--- src/rtl/midi_serial_parser_if.sv ---
// Decoded MIDI event bus driven by midi_serial_parser toward the voice allocator and string model.
// master = parser side (drives), slave = consumer side.
interface midi_serial_parser_if;
    logic [6:0]  note_number;
    logic [6:0]  velocity;
    logic        note_on;
    logic        note_off;
    logic [13:0] pitch;
    logic        pitch_valid;
    logic        frame_error;

    modport master (
        output note_number, velocity, note_on, note_off, pitch, pitch_valid, frame_error
    );

    modport slave (
        input note_number, velocity, note_on, note_off, pitch, pitch_valid, frame_error
    );
endinterface

--- src/rtl/midi_serial_parser.sv ---
// MIDI UART receiver plus running-status channel voice parser (Note On/Off, Pitch Bend).
// Optional macro MIDI_OMNI_EN: when defined, the channel input is ignored (omni mode).
module midi_serial_parser #(
    parameter int CLK_HZ = 50000000,
    parameter int BAUD   = 31250
) (
    input  logic                  clk,
    input  logic                  reset,
    input  logic                  midi_rx,
    input  logic [3:0]            channel,
    midi_serial_parser_if.master  bus
);
    localparam int CLKS_PER_BIT = CLK_HZ / BAUD;
    localparam int HALF_BIT     = CLKS_PER_BIT / 2;
    localparam int CW           = $clog2(CLKS_PER_BIT);

    typedef enum logic [1:0] {U_IDLE, U_START, U_DATA, U_STOP} uart_state_t;
    typedef enum logic [1:0] {P_NO_STATUS, P_WAIT_D1, P_WAIT_D2} parse_state_t;

    logic          rx_meta_r, rx_sync_r, rx_prev_r;
    uart_state_t   ustate_r;
    logic [CW-1:0] cnt_r;
    logic [2:0]    bit_idx_r;
    logic [7:0]    shift_r;
    logic          byte_valid_r;
    logic          frame_error_r;

    parse_state_t  pstate_r;
    logic [7:0]    status_r;
    logic [6:0]    d1_r;
    logic [6:0]    note_number_r, velocity_r;
    logic [13:0]   pitch_r;
    logic          note_on_r, note_off_r, pitch_valid_r;
    logic          accept_s;
    logic          one_byte_s;

    // Two-flop synchronizer and edge history for the serial line
    always_ff @(posedge clk) begin
        if (reset) begin
            rx_meta_r <= 1'b1;
            rx_sync_r <= 1'b1;
            rx_prev_r <= 1'b1;
        end else begin
            rx_meta_r <= midi_rx;
            rx_sync_r <= rx_meta_r;
            rx_prev_r <= rx_sync_r;
        end
    end

    // UART receive FSM; byte_valid and frame_error are single-clock strobes
    always_ff @(posedge clk) begin
        if (reset) begin
            ustate_r      <= U_IDLE;
            cnt_r         <= '0;
            bit_idx_r     <= 3'd0;
            shift_r       <= 8'h00;
            byte_valid_r  <= 1'b0;
            frame_error_r <= 1'b0;
        end else begin
            byte_valid_r  <= 1'b0;
            frame_error_r <= 1'b0;
            case (ustate_r)
                U_IDLE: begin
                    cnt_r <= '0;
                    if (!rx_sync_r && rx_prev_r) begin
                        ustate_r <= U_START;
                    end
                end
                U_START: begin
                    if (cnt_r == CW'(HALF_BIT - 1)) begin
                        cnt_r     <= '0;
                        bit_idx_r <= 3'd0;
                        // A start bit that is high again at mid-bit was only a glitch
                        ustate_r  <= rx_sync_r ? U_IDLE : U_DATA;
                    end else begin
                        cnt_r <= cnt_r + CW'(1);
                    end
                end
                U_DATA: begin
                    if (cnt_r == CW'(CLKS_PER_BIT - 1)) begin
                        cnt_r     <= '0;
                        shift_r   <= {rx_sync_r, shift_r[7:1]};
                        bit_idx_r <= bit_idx_r + 3'd1;
                        if (bit_idx_r == 3'd7) begin
                            ustate_r <= U_STOP;
                        end
                    end else begin
                        cnt_r <= cnt_r + CW'(1);
                    end
                end
                U_STOP: begin
                    if (cnt_r == CW'(CLKS_PER_BIT - 1)) begin
                        cnt_r         <= '0;
                        ustate_r      <= U_IDLE;
                        byte_valid_r  <= rx_sync_r;
                        frame_error_r <= !rx_sync_r;
                    end else begin
                        cnt_r <= cnt_r + CW'(1);
                    end
                end
                default: begin
                    ustate_r <= U_IDLE;
                    cnt_r    <= '0;
                end
            endcase
        end
    end

`ifdef MIDI_OMNI_EN
    assign accept_s = 1'b1;
`else
    assign accept_s = (status_r[3:0] == channel);
`endif
    assign one_byte_s = (status_r[7:4] == 4'hC) || (status_r[7:4] == 4'hD);

    // Running-status parser with registered message completion
    always_ff @(posedge clk) begin
        if (reset) begin
            pstate_r      <= P_NO_STATUS;
            status_r      <= 8'h00;
            d1_r          <= 7'd0;
            note_number_r <= 7'd0;
            velocity_r    <= 7'd0;
            pitch_r       <= 14'h2000;
            note_on_r     <= 1'b0;
            note_off_r    <= 1'b0;
            pitch_valid_r <= 1'b0;
        end else begin
            note_on_r     <= 1'b0;
            note_off_r    <= 1'b0;
            pitch_valid_r <= 1'b0;
            if (byte_valid_r) begin
                if (shift_r[7:4] == 4'hF) begin
                    // Realtime (F8-FF) leaves everything alone; system common clears running status
                    if (!shift_r[3]) begin
                        pstate_r <= P_NO_STATUS;
                    end
                end else if (shift_r[7]) begin
                    status_r <= shift_r;
                    pstate_r <= P_WAIT_D1;
                end else begin
                    case (pstate_r)
                        P_WAIT_D1: begin
                            d1_r <= shift_r[6:0];
                            if (!one_byte_s) begin
                                pstate_r <= P_WAIT_D2;
                            end
                        end
                        P_WAIT_D2: begin
                            pstate_r <= P_WAIT_D1;
                            if (accept_s) begin
                                case (status_r[7:4])
                                    4'h8, 4'h9: begin
                                        note_number_r <= d1_r;
                                        velocity_r    <= shift_r[6:0];
                                        if ((status_r[7:4] == 4'h9) && (shift_r[6:0] != 7'd0)) begin
                                            note_on_r <= 1'b1;
                                        end else begin
                                            note_off_r <= 1'b1;
                                        end
                                    end
                                    4'hE: begin
                                        pitch_r       <= {shift_r[6:0], d1_r};
                                        pitch_valid_r <= 1'b1;
                                    end
                                    default: begin
                                    end
                                endcase
                            end
                        end
                        default: begin
                        end
                    endcase
                end
            end
        end
    end

    assign bus.note_number = note_number_r;
    assign bus.velocity    = velocity_r;
    assign bus.note_on     = note_on_r;
    assign bus.note_off    = note_off_r;
    assign bus.pitch       = pitch_r;
    assign bus.pitch_valid = pitch_valid_r;
    assign bus.frame_error = frame_error_r;
endmodule

--- src/flat_wrapper.sv ---
// flat-port wrapper written by rule: the top's interface ports become plain ports
module midi_serial_parser_flat 
#(
    parameter int CLK_HZ = 50000000,
    parameter int BAUD   = 31250
)
  (clk, reset, midi_rx, channel, bus_note_number, bus_velocity, bus_note_on, bus_note_off, bus_pitch, bus_pitch_valid, bus_frame_error);
  midi_serial_parser_if bus_i ();
  input  logic clk;
  input  logic reset;
  input  logic midi_rx;
  input  logic [3:0] channel;
  output wire logic [$bits(bus_i.note_number)-1:0] bus_note_number;
  output wire logic [$bits(bus_i.velocity)-1:0] bus_velocity;
  output wire logic [$bits(bus_i.note_on)-1:0] bus_note_on;
  output wire logic [$bits(bus_i.note_off)-1:0] bus_note_off;
  output wire logic [$bits(bus_i.pitch)-1:0] bus_pitch;
  output wire logic [$bits(bus_i.pitch_valid)-1:0] bus_pitch_valid;
  output wire logic [$bits(bus_i.frame_error)-1:0] bus_frame_error;
  assign bus_note_number = bus_i.note_number;
  assign bus_velocity = bus_i.velocity;
  assign bus_note_on = bus_i.note_on;
  assign bus_note_off = bus_i.note_off;
  assign bus_pitch = bus_i.pitch;
  assign bus_pitch_valid = bus_i.pitch_valid;
  assign bus_frame_error = bus_i.frame_error;
  midi_serial_parser #(.CLK_HZ(CLK_HZ), .BAUD(BAUD)) u_core (.clk(clk), .reset(reset), .midi_rx(midi_rx), .channel(channel), .bus(bus_i));
endmodule
--- config.mk ---
export PLATFORM = sky130hd
export DESIGN_NAME = midi_serial_parser_flat
export DESIGN_NICKNAME = d
export VERILOG_FILES = /design/src/rtl/midi_serial_parser_if.sv /design/src/rtl/midi_serial_parser.sv /design/src/flat_wrapper.sv
export SDC_FILE = /design/constraint.sdc
export NUM_CORES = 1
export LEC_CHECK = 0
export ABC_AREA = 1
export CORE_MARGIN = 1.5
export CORE_UTILIZATION = 40
export CTS_CLUSTER_SIZE = 30
export DETAILED_ROUTE_END_ITERATION = 6
export SYNTH_ARGS = -nofsm -noshare
export SYNTH_HDL_FRONTEND = slang
export SYNTH_SLANG_ARGS = --single-unit
export TNS_END_PERCENT = 5
--- constraint.sdc ---
create_clock -name clk -period 1.9 [get_ports clk]
set_input_delay 0.38 -clock clk [delete_from_list [all_inputs] [get_ports clk]]
set_output_delay 0.38 -clock clk [all_outputs]
set_load 0.005 [all_outputs]
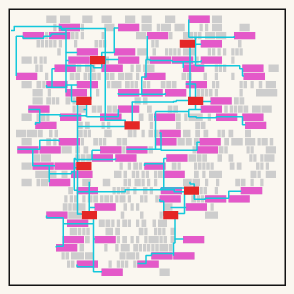
Run 1: clock distribution
Scale: 3 px per um.
cyan -> clock wires  # length 898 um
red -> cells driving clock nets  # count 9
magenta -> flip-flops  # count 77
routed clock nets = 10

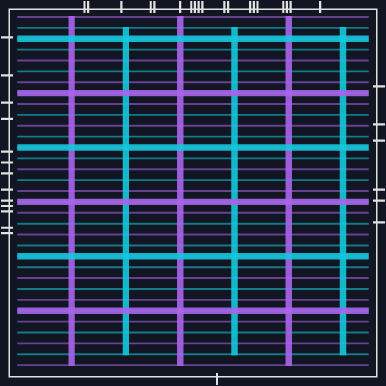
Run 1: supply network
Scale: 4 px per um. Pins as bars on the die edge.
cyan -> VDD
purple -> VSS
met1 rails = 33
rows = 32
signal pins = 39
met5 straps = 6
met4 straps = 6

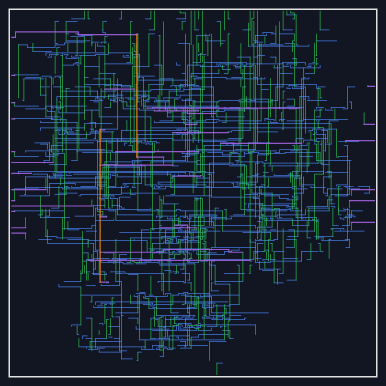
Run 1: signal wires by layer
Scale: 4 px per um.
purple -> met3  # wire length 365 um
green -> met2  # wire length 2810 um
orange -> met4  # wire length 68.7 um
blue -> met1  # wire length 3400 um

[run 1: per-stage QoR]
| stage | total power, mW | hold WS [ps] | setup WS [ps] |
|---|---|---|---|
| after CTS | 3.01 | 422 | 161 |
| after global routing | 3.11 | 435 | 64.8 |
| after floorplan | 1.83 | 389 | 466 |
| after global placement | 1.88 | 395 | -151 |
| final | 2.98 | 418 | 220 |
| after detailed placement | 1.88 | 403 | -215 |
[run 1: power by group through the flow]
stage          clock network [mW]  logic, mW  registers (mW)
6_report                     1.14      0.186            1.66
5_1_grt                      1.24      0.208            1.66
4_1_cts                      1.17      0.187            1.66
3_5_place_dp                    0      0.186            1.70
3_3_place_gp                    0      0.181            1.69
2_1_floorplan                   0      0.140            1.69
[run 1: per-layer routing]
| metal | part of all wire (%) | wire length [um] | GRT usage [%] | up-vias |
|---|---|---|---|---|
| li1 | - | - | - | 1417 |
| met1 | 51 | 3400 | 23.8 | 1166 |
| met2 | 42 | 2810 | 25.1 | 52 |
| met3 | 5.5 | 364 | 3.10 | 7 |
| met4 | 1.0 | 68 | 7.81 | 0 |
| met5 | 0 | 0 | 0 | - |
[run 1: what timing repair did]
action | 4_1_cts | 5_1_grt
resized | 0 | 0
setup endpoints to repair | 0 | 11
setup buffers | 0 | 3
[run 1: cells in the mapped netlist (2+ instances only)]
| master | number |
|---|---|
| o21ai_0 | 38 |
| clkbuf_1 | 5 |
| nor3_2 | 2 |
| xor2_1 | 4 |
| nor3_1 | 7 |
| buf_6 | 3 |
| dfxtp_1 | 77 |
| nand3_1 | 13 |
| inv_2 | 3 |
| inv_1 | 49 |
| o21ai_1 | 2 |
| buf_2 | 5 |
| nand2_1 | 70 |
| nor2_1 | 90 |
| xnor2_1 | 2 |
| nand4_1 | 4 |
| buf_4 | 2 |
| or2_2 | 3 |
| ha_1 | 5 |
| a21oi_1 | 28 |
[run 1: cell type report]
class,instances,area [um^2]
repair buffers,50,495
multi-input cells,278,1300
clock buffers,10,138
inverters,53,199
clock inverters,6,45.0
flip-flops and latches,77,1540
fillers,766,3800
well taps,102,128
[run 1: logic make-up (layout without fill, tap and decap cells)]
family          Yosys count  after routing  share of synthesized area (%)
simple gates            198            198                           26.6
xor+xnor                  6              6                           1.68
fa+ha+maj                 5              5                           2.00
flops                    77             77                           49.2
compound gates           69             69                           11.3
buf+inv                  68            119                           9.30
[run 1: cell usage in the layout (no fill, tap or decap), types with 2 or more instances in the layout]
cell,Yosys,routed
nor3_1,7,7
nor3_2,2,2
nand2_1,70,70
o21ai_0,38,38
ha_1,5,5
clkinv_2,0,2
inv_6,0,2
buf_4,2,10
inv_1,49,49
nand4_1,4,4
a21oi_1,28,28
clkdlybuf4s50_1,0,38
o21ai_1,2,2
clkbuf_8,0,10
or2_2,3,3
xnor2_1,2,2
xor2_1,4,4
clkinv_4,0,2
dfxtp_1,77,77
buf_12,0,2
inv_2,3,3
nor2_1,90,90
nand3_1,13,13
==> results.json, run 1 <==
{
  "outcome": "completed",
  "p_leak_nw": 1.68,
  "r2r-start": "u_core.cnt_r[0]",
  "cts_inserted_buffers": 9,
  "hold_viol_final": 0,
  "hp-start": "u_core.rx_meta_r",
  "cpPeakStageDelay_ps": 350,
  "place_congestion": 0.831,
  "period_needed_ps": 1680,
  "crit_start": "u_core.cnt_r[0]",
  "ys_cells": 423,
  "synth-edff-count": 0,
  "grt_usage_pct": 17.0,
  "grt_max_degree": 42,
  "path_cells": "ha_1, nand3_1, buf_4, inv_1, nand3_1, nand2_1, nand2_1, nand2_1, nor2_1",
  "finalMaxSlewViolations": 0,
  "p_comb_share_pct": 6.2,
  "path_max_fanout": 11,
  "fp.dieH_um": 91.5,
  "p_sw_uw": 761,
  "dp_hpwl_um": 4620,
  "placed_cell_area_mm2": 0.00364,
  "num_rows": 32,
  "min_to": "u_core.rx_sync_r",
  "clkSinkCount": 77,
  "drive_above_1_share_pct": 8.65,
  "intPower_mw": 2.22,
  "ys_ff": 77,
  "n_antenna_cell": 0,
  "worst-setup-path-type": "register to register",
  "routed_wl_um": 6640,
  "fin_util_pct": 50.3,
  "core_mm2": 0.00765,
  "max-vdd-ir-drop_mv": 0.432,
  "grt_pass1_vias": 2370,
  "r2r-end": "u_core.cnt_r[10]",
  "dpl.cell_count": 557,
  "ys_seq_share_pct": 49.2,
  "yosysTopAreaCellShare_pct": 49.2,
  "rrSetupSlack_ps": 220,
  "largest_reg_flops": 14,
  "ant_nets": 0,
  "holdCritPathClass": "register to register",
  "syn_inst": 423,
  "required_ps": 2120,
  "final_cells": 576,
  "h-tree-depth": 3,
  "syn_area_mm2": 0.00313,
  "cap_violations": 0,
  "grt_overflow": 0,
  "tns_ps": 0,
  "p_clk_share_pct": 38.1,
  "synth_cell_type_count": 31,
  "grt_pass1_wl_um": 11200,
  "via_per_inst": 4.59,
  "die_width_um": 91.5,
  "yosysChipArea_mm2": 0.00313,
  "antenna_found_initial": 0,
  "period_used_pct": 88.4,
  "nNetsFinal": 481,
  "crit_end": "u_core.cnt_r[10]",
  "clockBufferDepth": 2,
  "max-slew-margin-rel_pct": 73.9,
  "ys_warn_count": 0,
  "crit_top_cell": "nand2_1",
  "synth_top_cell_by_area": "dfxtp_1",
  "critPathTopFamily": "simple AND/OR/NAND/NOR gates",
  "worst-path-stages": 9,
  "cts_tree": "yes",
  "startpoint_type": "register",
  "skew_ps": 15.4,
  "fp_nets": 435,
  "crit_slowest_cell": "dfxtp_1",
  "syn_to_final_growth_pct": 22.8,
  "p_per_area_mw_per_mm2": 775,
  "avgSynthCellArea_um2": 7.41,
  "rsz0062_at_grt": "no",
  "ff_type": "dfxtp_1",
  "async_flop_share_pct": 0,
  "seqPwrFrac_pct": 55.6,
  "swShare_pct": 25.5,
  "die_area_mm2": 0.00837,
  "vias": 2642,
  "reg2reg_depth": 9,
  "warnings": 27,
  "ctsHoldBuffers": 0,
  "path_buffers": 2,
  "worstMarginPinSlew_ps": 391,
  "fp_util_pct": 41.0,
  "cp-end-kind": "register",
  "fmax_mhz": 595,
  "path_clk_slew_ps": 80,
  "dr.pass1.iters": 4,
  "io_buffers": 38,
  "final_cell_area_mm2": 0.00385,
  "hold_depth": 1,
  "wl_per_cell_um": 11.5,
  "clock_latency_ps": 360,
  "io_pins": 39,
  "drc_errors": 0,
  "area_leaders": "dfxtp_1, nor2_1, nand2_1",
  "cts-root-buf": "clkbuf_8",
  "arrival_ps": 1900,
  "setup-violations-final": 0,
  "drt_iter0_drc": 173
}
==> run 2: changes to the inputs <==
Settings changed: CTS_BUF_LIST from default to sky130_fd_sc_hd__clkbuf_16, SKIP_LAST_GASP from default to 1.
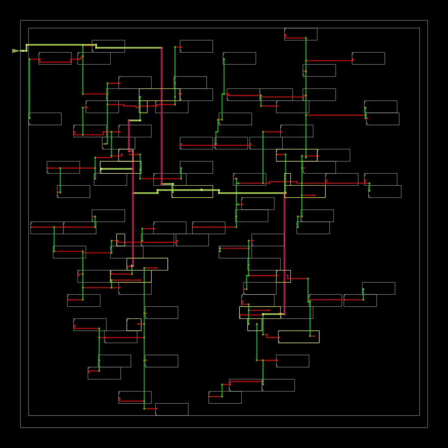
Run 2: clock wiring as the flow saved it
sequential cells: 77
Sink Count: 77
CTS buffer count: 9
clock skew: 11.7 ps
Clk. pwr: 1.55 mW

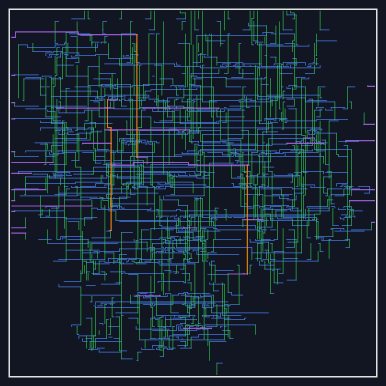
Run 2: signal wires by layer
Scale: 4 px per um.
orange -> met4  # wire length 91.4 um
green -> met2  # wire length 2850 um
purple -> met3  # wire length 252 um
blue -> met1  # wire length 3430 um

==> run 2 against run 1 <==
  * Hold slack lost 1.8 ps
  * Sequential power is essentially flat
  * Flip-flop count is the same
  * Design area grew 2.4%
  * Register-to-register slack is essentially flat
  * Clock skew shrank 3.7 ps
  * Total power grew 14%
  * Cell count is the same
  * Clock power grew 36%
  * Clock-buffer cell count shrank 1
  * Core utilization grew 1.2 points
  * Synthesized cell count is the same
  * Critical path type unchanged
  * Largest power group unchanged
==> results.json, run 2 <==
{
  "period_needed_ps": 1670,
  "min_to": "u_core.rx_sync_r",
  "fp_util_pct": 41.0,
  "ys_ff": 77,
  "routed_wl_um": 6630,
  "arrival_ps": 1870,
  "dr.pass1.iters": 5,
  "drt_iter0_drc": 163,
  "startpoint_type": "register",
  "dpl.cell_count": 557,
  "ff_type": "dfxtp_1",
  "area_leaders": "dfxtp_1, nor2_1, nand2_1",
  "synth_top_cell_by_area": "dfxtp_1",
  "ys_seq_share_pct": 49.2,
  "r2r-start": "u_core.cnt_r[0]",
  "setup-violations-final": 0,
  "hp-start": "u_core.rx_meta_r",
  "grt_overflow": 0,
  "synth-edff-count": 0,
  "nNetsFinal": 481,
  "clockBufferDepth": 2,
  "cts_tree": "yes",
  "final_cells": 576,
  "holdCritPathClass": "register to register",
  "n_antenna_cell": 0,
  "syn_inst": 423,
  "syn_area_mm2": 0.00313,
  "cts-root-buf": "clkbuf_16",
  "p_leak_nw": 1.72,
  "synth_dominant_cell_count": "nor2_1",
  "path_clk_slew_ps": 60,
  "yosysTopAreaCellShare_pct": 49.2,
  "die_area_mm2": 0.00837,
  "mostFrequentLayoutCells": "nor2_1, dfxtp_1, nand2_1",
  "fillers": 753,
  "core_mm2": 0.00765,
  "vias": 2660,
  "place_congestion": 0.831,
  "max-slew-margin-rel_pct": 74.7,
  "tns_ps": 0,
  "rrSetupSlack_ps": 230,
  "drive_above_1_share_pct": 8.44,
  "io_pins": 39,
  "r2r-end": "u_core.cnt_r[10]",
  "finalMaxSlewViolations": 0,
  "avgSynthCellArea_um2": 7.41,
  "reg2reg_depth": 9,
  "worst-setup-path-type": "register to register",
  "grt_pass1_vias": 2391,
  "required_ps": 2100,
  "clock_latency_ps": 330,
  "fmax_mhz": 600,
  "num_rows": 32,
  "via_per_inst": 4.62,
  "fp.dieH_um": 91.5,
  "largest_reg_flops": 14,
  "io_buffers": 38,
  "fin_util_pct": 51.5,
  "worstMarginPinSlew_ps": 378,
  "common_cells": "nor2_1, dfxtp_1, nand2_1",
  "warnings": 27,
  "wl_per_cell_um": 11.5,
  "grt_max_degree": 42,
  "grt_usage_pct": 17.0,
  "yosysChipArea_mm2": 0.00313,
  "outcome": "completed",
  "ys_cells": 423,
  "cap_violations": 0,
  "h-tree-depth": 3,
  "final_cell_area_mm2": 0.00394,
  "rsz0062_at_grt": "no",
  "hold_depth": 1,
  "async_flop_share_pct": 0,
  "dp_hpwl_um": 4620,
  "max-vdd-ir-drop_mv": 0.459,
  "antenna_found_initial": 0,
  "grt_pass1_wl_um": 11300,
  "period_used_pct": 87.8,
  "fp_nets": 435,
  "hold_viol_final": 0,
  "drc_errors": 0,
  "syn_to_final_growth_pct": 25.7,
  "ant_nets": 0,
  "synth_cell_type_count": 31,
  "die_width_um": 91.5,
  "cp-end-kind": "register",
  "path_max_fanout": 11,
  "placed_cell_area_mm2": 0.00364,
  "lay_top_count": "nor2_1",
  "ys_warn_count": 0,
  "p_per_area_mw_per_mm2": 862
}
-- run 2: power by group --
group          total (mW)  switching, mW  internal (mW)  leakage, nW
Sequential           1.66         0.0229           1.64        0.621
Clock                1.55          0.660          0.887        0.138
Combinational       0.185          0.118         0.0667        0.959
-- run 2: final cells by class --
class	instances	area (um^2)	share of cell area [%]
clock inverters	7	48.8	1.24
well taps	102	128	3.24
repair buffers	50	495	12.6
flip-flops and latches	77	1540	39.1
clock buffers	9	225	5.72
inverters	53	199	5.05
multi-input cells	278	1300	33.0
-- run 2: metal layers --
| metal | vias up | part of all wire, % | track usage, % | wire length, um |
|---|---|---|---|---|
| met5 | - | 0 | 0 | 0 |
| met4 | 0 | 1.4 | 6.64 | 91 |
| met3 | 8 | 3.8 | 3.35 | 252 |
| met2 | 45 | 43 | 26.1 | 2850 |
| met1 | 1184 | 52 | 23.4 | 3430 |
| li1 | 1423 | - | - | - |
-- run 2: cell families (layout without fill, tap and decap cells) --
logic type	count (synthesis)	after routing	share of synthesized area (%)
AOI/OAI and AO/OA	69	69	11.3
xor gates and xnor gates	6	6	1.68
adders and majority gates	5	5	2.00
buffers and inverters	68	119	9.30
DFF	77	77	49.2
and+or+nand+nor	198	198	26.6
-- run 2: timing repair --
action	in CTS	in global routing
hold buffers	0	0
buffers inserted	0	3
gates resized	0	0
endpoints found under the setup margin	0	14
-- run 2: stage by stage --
| stage | power (mW) | hold WS (ps) | worst slack, ps |
|---|---|---|---|
| after floorplan | 1.83 | 389 | 466 |
| after global placement | 1.88 | 395 | -151 |
| after detailed placement | 1.88 | 403 | -215 |
| after CTS | 3.44 | 419 | 132 |
| after global routing | 3.54 | 428 | 75.7 |
| final | 3.39 | 416 | 232 |
-- run 2: worst max path at each step --
stage / start / endpoint
floorplan: u_core.cnt_r[0] / u_core.shift_r[6]
global placement: channel[1] / u_core.bus.note_number[5]
detailed placement: channel[0] / u_core.bus.velocity[1]
CTS: channel[0] / u_core.bus.velocity[1]
global route: u_core.cnt_r[0] / u_core.cnt_r[10]
finish: u_core.cnt_r[0] / u_core.cnt_r[10]
-- run 2: critical path, stage by stage (launching register included) --
cell	delay [ps]
dfxtp_1	350
ha_1	190
nand3_1	120
buf_4	170
inv_1	60
nand3_1	110
nand2_1	110
nand2_1	50
nand2_1	290
nor2_1	90
==> run 3: changes to the inputs <==
Settings changed: SLEW_MARGIN from default to 40.
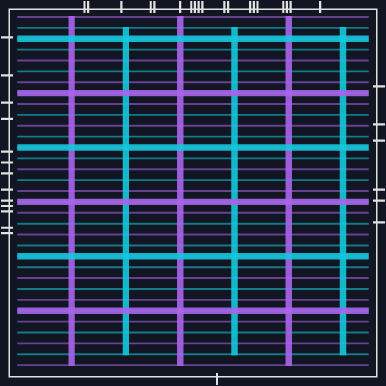
Run 3: supply network
Scale: 4 px per um. Pins as bars on the die edge.
purple -> VSS
cyan -> VDD
met5 straps = 6
met1 rails = 33
rows = 32
signal pins = 39
met4 straps = 6

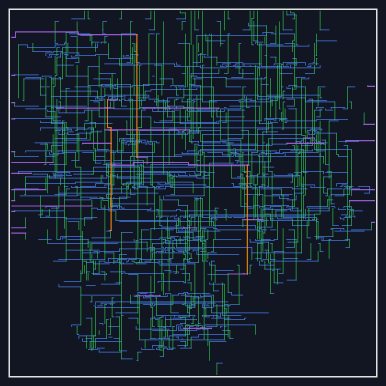
Run 3: signal wires by layer
Scale: 4 px per um.
DR vias: 2660
WL/cell: 11.5 um

==> run 3 against run 2 <==
  * Setup slack did not move
  * Core utilization did not move
  * Critical path depth did not move
  * Critical endpoint unchanged
  * Register-to-register slack barely moved
  * Highest routed layer unchanged
  * Largest cell class unchanged
  * Maximum frequency did not move
  * Die area did not move
  * Sequential share of layout area did not move
  * Sequential power barely moved
==> results.json, run 3 <==
{
  "dp_hpwl_um": 4620,
  "common_cells": "nor2_1, dfxtp_1, nand2_1",
  "min_to": "u_core.rx_sync_r",
  "path_buffers": 2,
  "die_width_um": 91.5,
  "hold_ws_ps": 416,
  "io_pins": 39,
  "cap_violations": 0,
  "avgSynthCellArea_um2": 7.41,
  "n_antenna_cell": 0,
  "grt_usage_pct": 17.0,
  "io_buffers": 38,
  "finalMaxSlewViolations": 0,
  "lay_top_count": "nor2_1",
  "path_clk_slew_ps": 60,
  "fp_nets": 435,
  "critPathTopFamily": "simple AND/OR/NAND/NOR gates",
  "outcome": "completed",
  "hold_depth": 1,
  "holdCritPathClass": "register to register",
  "async_flop_share_pct": 0,
  "warnings": 27,
  "die_area_mm2": 0.00837,
  "nNetsFinal": 481,
  "hp-start": "u_core.rx_meta_r",
  "r2r-start": "u_core.cnt_r[0]",
  "crit_top_cell": "nand2_1",
  "h-tree-depth": 3,
  "clockBufferDepth": 2,
  "synth_cell_type_count": 31,
  "path_cells": "ha_1, nand3_1, buf_4, inv_1, nand3_1, nand2_1, nand2_1, nand2_1, nor2_1",
  "r2r-end": "u_core.cnt_r[10]",
  "ant_nets": 0,
  "cts_inserted_buffers": 9,
  "power_mw": 3.39,
  "setup-violations-final": 0,
  "mostFrequentLayoutCells": "nor2_1, dfxtp_1, nand2_1",
  "ys_ff": 77,
  "arrival_ps": 1870,
  "grt_max_degree": 42,
  "ff_type": "dfxtp_1",
  "routed_wl_um": 6630,
  "fin_util_pct": 51.5,
  "rsz0062_at_grt": "no",
  "fp.dieH_um": 91.5,
  "startpoint_type": "register",
  "rrSetupSlack_ps": 230,
  "worst-setup-path-type": "register to register",
  "grt_pass1_vias": 2391,
  "largest_reg_flops": 14,
  "yosysChipArea_mm2": 0.00313,
  "max-vdd-ir-drop_mv": 0.459,
  "cts-root-buf": "clkbuf_16",
  "cts_resized": 0,
  "worstMarginPinSlew_ps": 378,
  "syn_to_final_growth_pct": 25.7,
  "cts_tree": "yes",
  "grt_overflow": 0,
  "dr.pass1.iters": 5,
  "path_max_fanout": 11,
  "drt_iter0_drc": 163,
  "worst_slack_ps": 232,
  "cp-end-kind": "register",
  "clock_latency_ps": 330,
  "required_ps": 2100,
  "synth-edff-count": 0,
  "p_leak_nw": 1.72,
  "syn_area_mm2": 0.00313,
  "final_cell_area_mm2": 0.00394,
  "ys_warn_count": 0,
  "synth_top_cell_by_area": "dfxtp_1",
  "period_used_pct": 87.8,
  "yosysTopAreaCellShare_pct": 49.2,
  "fmax_mhz": 600,
  "antenna_found_initial": 0,
  "core_mm2": 0.00765,
  "crit_slowest_cell": "dfxtp_1",
  "max-slew-margin-rel_pct": 74.7,
  "clkSinkCount": 77,
  "p_per_area_mw_per_mm2": 862,
  "fp_util_pct": 41.0,
  "ys_cells": 423,
  "drive_above_1_share_pct": 8.44,
  "place_congestion": 0.831,
  "post-place-ws_ps": -215,
  "grt_pass1_wl_um": 11300,
  "area_leaders": "dfxtp_1, nor2_1, nand2_1",
  "skew_ps": 11.7,
  "cpPeakStageDelay_ps": 350,
  "via_per_inst": 4.62,
  "ys_seq_share_pct": 49.2,
  "hold_viol_final": 0,
  "num_rows": 32,
  "period_needed_ps": 1670,
  "reg2reg_depth": 9,
  "drc_errors": 0,
  "synth_dominant_cell_count": "nor2_1",
  "placed_cell_area_mm2": 0.00364,
  "syn_inst": 423
}
run 3: cell counts after synthesis:
Identical to the previous run, type by type.
run 3: area by class of cell:
type / instances / area [um^2]
multi-input combinational: 278 / 1300
clock buffer: 9 / 225
timing repair buffer: 50 / 495
clock inverter: 7 / 48.8
tap: 102 / 128
inverter: 53 / 199
sequential: 77 / 1540
fill: 753 / 3710
run 3: worst max-delay path by stage:
| stage | slack [ps] | startpoint | cells after the start | endpoint |
|---|---|---|---|---|
| 2_1_floorplan | 470 | u_core.cnt_r[0] | 9 | u_core.shift_r[6] |
| 3_3_place_gp | -150 | channel[1] | 9 | u_core.bus.note_number[5] |
| 3_5_place_dp | -220 | channel[0] | 10 | u_core.bus.velocity[1] |
| 4_1_cts | 130 | channel[0] | 10 | u_core.bus.velocity[1] |
| 5_1_grt | 80 | u_core.cnt_r[0] | 9 | u_core.cnt_r[10] |
| 6_report | 230 | u_core.cnt_r[0] | 9 | u_core.cnt_r[10] |
run 3: what timing repair did:
item                       CTS  global route
setup endpoints to repair    0            14
setup buffers                0             3
hold buffers                 0             0
run 3: logic make-up (layout without fill, tap and decap cells):
group | Yosys count | in the layout | share of synthesized area [%]
compound gates | 69 | 69 | 11.3
xor+xnor | 6 | 6 | 1.68
fa+ha+maj | 5 | 5 | 2.00
buf+inv | 68 | 119 | 9.30
flops | 77 | 77 | 49.2
simple gates | 198 | 198 | 26.6
run 3: stage by stage:
stage,setup TNS (ps),std cells
2_1_floorplan,0,423
3_3_place_gp,-2160,557
3_5_place_dp,-2950,557
4_1_cts,0,573
5_1_grt,0,576
6_report,0,576
run 3: power breakdown:
group          switching [mW]  leakage, nW  internal (mW)
Clock                   0.660        0.138          0.887
Sequential             0.0229        0.621           1.64
Combinational           0.118        0.959         0.0667
run 3: per-layer routing:
layer / global-route usage [%] / vias to the layer above / part of all wire (%)
met4: 6.64 / 0 / 1.4
met1: 23.4 / 1184 / 52
met2: 26.1 / 45 / 43
met3: 3.35 / 8 / 3.8
li1: - / 1423 / -
met5: 0 / - / 0
run 3: worst reg2reg max path: stages, from the launching register on:
cell	delay, ps
dfxtp_1	350
ha_1	190
nand3_1	120
buf_4	170
inv_1	60
nand3_1	110
nand2_1	110
nand2_1	50
nand2_1	290
nor2_1	90
Power and IR drop assume default switching activity.
